File: config.mk
export PLATFORM = sky130hd
export DESIGN_NAME = add3_arbiter
export DESIGN_NICKNAME = d
export VERILOG_FILES = /design/src/rtl/add3_arbiter.sv
export SDC_FILE = /design/constraint.sdc
export NUM_CORES = 1
export LEC_CHECK = 0
export ABC_AREA = 1
export CORE_MARGIN = 2
export CORE_UTILIZATION = 49
export DETAILED_ROUTE_END_ITERATION = 10
export PLACE_DENSITY = 0.77
export SKIP_LAST_GASP = 1
export SLEW_MARGIN = 40
export SYNTH_ARGS = -nofsm -noshare
export SYNTH_HDL_FRONTEND = slang
export SYNTH_SLANG_ARGS = --single-unit
File: constraint.sdc
create_clock -name clk -period 2.9 [get_ports clk]
set_clock_uncertainty 0.2 [all_clocks]
set_input_delay 0.435 -clock clk [delete_from_list [all_inputs] [get_ports clk]]
set_output_delay 0.435 -clock clk [all_outputs]
set_load 0.01 [all_outputs]
File: src/rtl/add3_arbiter.sv
// add3_arbiter: two requesters share one registered 3-input adder.
// Round-robin tie-break, one triplet in flight, delivered-result counter.
module add3_arbiter #(
  parameter int W = 8
) (
  input  logic           clk,
  input  logic           rst_n,
  input  logic           req0_valid,
  input  logic [3*W-1:0] req0_data,
  output logic           req0_ready,
  input  logic           req1_valid,
  input  logic [3*W-1:0] req1_data,
  output logic           req1_ready,
  output logic           res_valid,
  input  logic           res_ready,
  output logic [W+1:0]   res_data,
  output logic           res_id,
  output logic [15:0]    ops_done
);

  typedef enum logic [1:0] {
    IDLE,
    ADD,
    HOLD
  } state_e;

  state_e         state_q, state_d;
  logic           last_q, last_d;
  logic           id_q, id_d;
  logic [W-1:0]   a_q, a_d;
  logic [W-1:0]   b_q, b_d;
  logic [W-1:0]   c_q, c_d;
  logic [W+1:0]   rdata_q, rdata_d;
  logic           rvalid_q, rvalid_d;
  logic           rid_q, rid_d;
  logic [15:0]    ops_q, ops_d;

  logic gnt0, gnt1;
  logic acc0, acc1;
  logic in_add, fire;

  // On a tie the requester not served last wins
  assign gnt0 = req0_valid & (~req1_valid | last_q);
  assign gnt1 = req1_valid & (~req0_valid | ~last_q);

  assign acc0   = req0_ready & req0_valid;
  assign acc1   = req1_ready & req1_valid;
  assign in_add = (state_q == ADD);
  assign fire   = (state_q == HOLD) & rvalid_q & res_ready;

  // State register
  always_ff @(posedge clk or negedge rst_n) begin
    if (!rst_n) begin
      state_q <= IDLE;
    end else begin
      state_q <= state_d;
    end
  end

  // Next-state logic
  always_comb begin
    state_d = state_q;
    unique case (state_q)
      IDLE:    if (acc0 | acc1) state_d = ADD;
      ADD:     state_d = HOLD;
      HOLD:    if (fire) state_d = IDLE;
      default: state_d = IDLE;
    endcase
  end

  // Readies only while idle, and only toward the granted side
  always_comb begin
    req0_ready = (state_q == IDLE) & gnt0;
    req1_ready = (state_q == IDLE) & gnt1;
  end

  // Datapath next-state: latch, add, release
  always_comb begin
    last_d   = last_q;
    id_d     = id_q;
    a_d      = a_q;
    b_d      = b_q;
    c_d      = c_q;
    rdata_d  = rdata_q;
    rvalid_d = rvalid_q;
    rid_d    = rid_q;
    ops_d    = ops_q;
    unique case (1'b1)
      acc0: begin
        a_d    = req0_data[W-1:0];
        b_d    = req0_data[2*W-1:W];
        c_d    = req0_data[3*W-1:2*W];
        id_d   = 1'b0;
        last_d = 1'b0;
      end
      acc1: begin
        a_d    = req1_data[W-1:0];
        b_d    = req1_data[2*W-1:W];
        c_d    = req1_data[3*W-1:2*W];
        id_d   = 1'b1;
        last_d = 1'b1;
      end
      in_add: begin
        rdata_d  = {2'b00, a_q}
                 + {2'b00, b_q}
                 + {2'b00, c_q};
        rid_d    = id_q;
        rvalid_d = 1'b1;
      end
      fire: begin
        rvalid_d = 1'b0;
        ops_d    = ops_q + 16'd1;
      end
      default: ;
    endcase
  end

  // Datapath registers
  always_ff @(posedge clk or negedge rst_n) begin
    if (!rst_n) begin
      last_q   <= 1'b1;
      id_q     <= 1'b0;
      a_q      <= '0;
      b_q      <= '0;
      c_q      <= '0;
      rdata_q  <= '0;
      rvalid_q <= 1'b0;
      rid_q    <= 1'b0;
      ops_q    <= '0;
    end else begin
      last_q   <= last_d;
      id_q     <= id_d;
      a_q      <= a_d;
      b_q      <= b_d;
      c_q      <= c_d;
      rdata_q  <= rdata_d;
      rvalid_q <= rvalid_d;
      rid_q    <= rid_d;
      ops_q    <= ops_d;
    end
  end

  assign res_valid = rvalid_q;
  assign res_data  = rdata_q;
  assign res_id    = rid_q;
  assign ops_done  = ops_q;

endmodule

### Routing congestion map

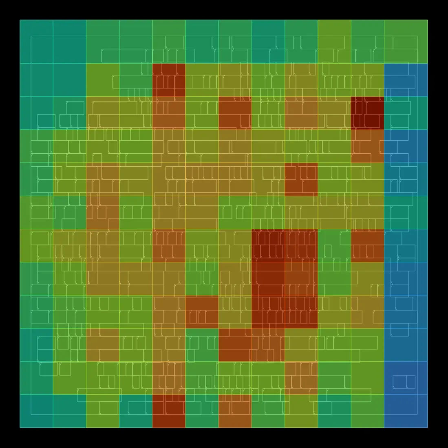
met1 Usage GRT: 29.1%
GRT busiest layer: met2
met2 usage: 33.5%
Total Routing Usage GR: 20.8%

### Zoomed window

Window x 30 to 55, y 13 to 38 um. Cells in gray, sequential cells in the stronger gray; small squares are vias.
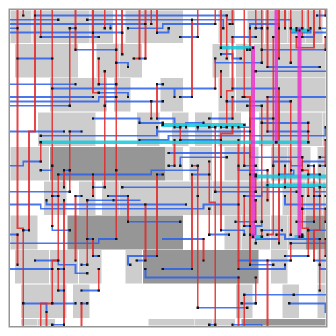
metal 2: in red. metal 1: in blue. metal 4: in magenta. metal 3: in cyan.
Sequential cells in the window: 3. 57 logic cells have their middle in the window. Most frequent: inv_1 (10), nand2_1 (9), nand3_1 (6).

### Sequential cells grouped by signal name

Scale: 3 px per um. Other sequential cells in the stronger gray, the rest of the logic in the fainter gray.
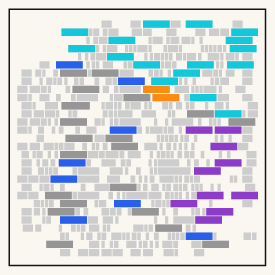
ops_done: in cyan, sequential cells 16. res_data: in purple, sequential cells 10. b_q: in blue, sequential cells 8. state_q: in orange, sequential cells 2.
Another 20 sequential cells are not colored.

==> CHANGELOG.md <==
### Metrics

* Buffers on Ports at 82
* Vias per cell at 4.96
* Unique cell types at 31
* Pwr per Cell Area at 1080 nW/um^2
* Yosys cell count at 398
* Post-synthesis instance area at 3210 um^2
* Seq power at 1.32 mW
* Buffering overhead at 20.4%
* Design Power at 4.55 mW
* Simple-Gate Fraction of Synth Area at 29.8%
* Well Taps at 77
* WL/cell at 12.8 um
* R2r startpoint: a_q[1]
* Highest routed layer: met4
* Worst Reg2Reg Path Length in Cells at 9
* ANT cells at 0
* Async SR Flop Fraction at 100%
* Initial core utilization at 50.6%
* Synth Flop Type: dfrtp_1
* EDFF count, synth at 0
* FF-to-FF setup slack at 0.44 ns
* Post-DP HPWL at 5320 um
* Status: complete, no violations
* Final non-filler cell total at 558
* Placed cells at 550
* Setup crit end: res_data[7]
* Final WS setup at 0.445 ns
* Comb area at 1560 um^2
* Depth of the CTS H-tree at 2
* Comb area share at 37.0%
* Sequential share of power at 28.9%
* Tool Warnings at 26
* Crit-path max FO at 4
* Measured slew at the worst slew-check pin at 0.689 ns
* Crit path DAT at 2.46 ns
* Max Cap Viol at 0
* Clock-cell share of area at 3.00%
* DR vias at 2770
* Final tally of hold violations at 0
* Comb pwr share at 59.1%
* Post-Place Setup Slack at 0.456 ns
* Power Clock at 546 uW
* M1 WL at 3340 um
### Gate-type map

Scale: 3 px per um.
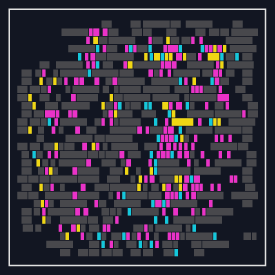
NOR gates: in yellow, cells 44. NAND gates: in magenta, cells 150. inverters: in cyan, cells 46.

### Pin placement

Scale: 6 px per um. Pins as bars across the die edge, other pins in gray.
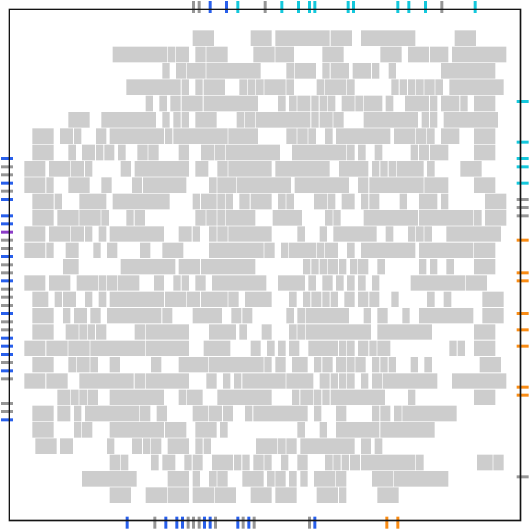
req0_data: in blue, pins 24, direction input, edge 13 west, 9 south, 2 north. ops_done: in cyan, pins 16, direction output, edge 11 north, 5 east. req0_valid: in purple, pins 1, direction input, edge west. res_data: in orange, pins 10, direction output, edge 8 east, 2 south.

Power and IR drop assume default switching activity.
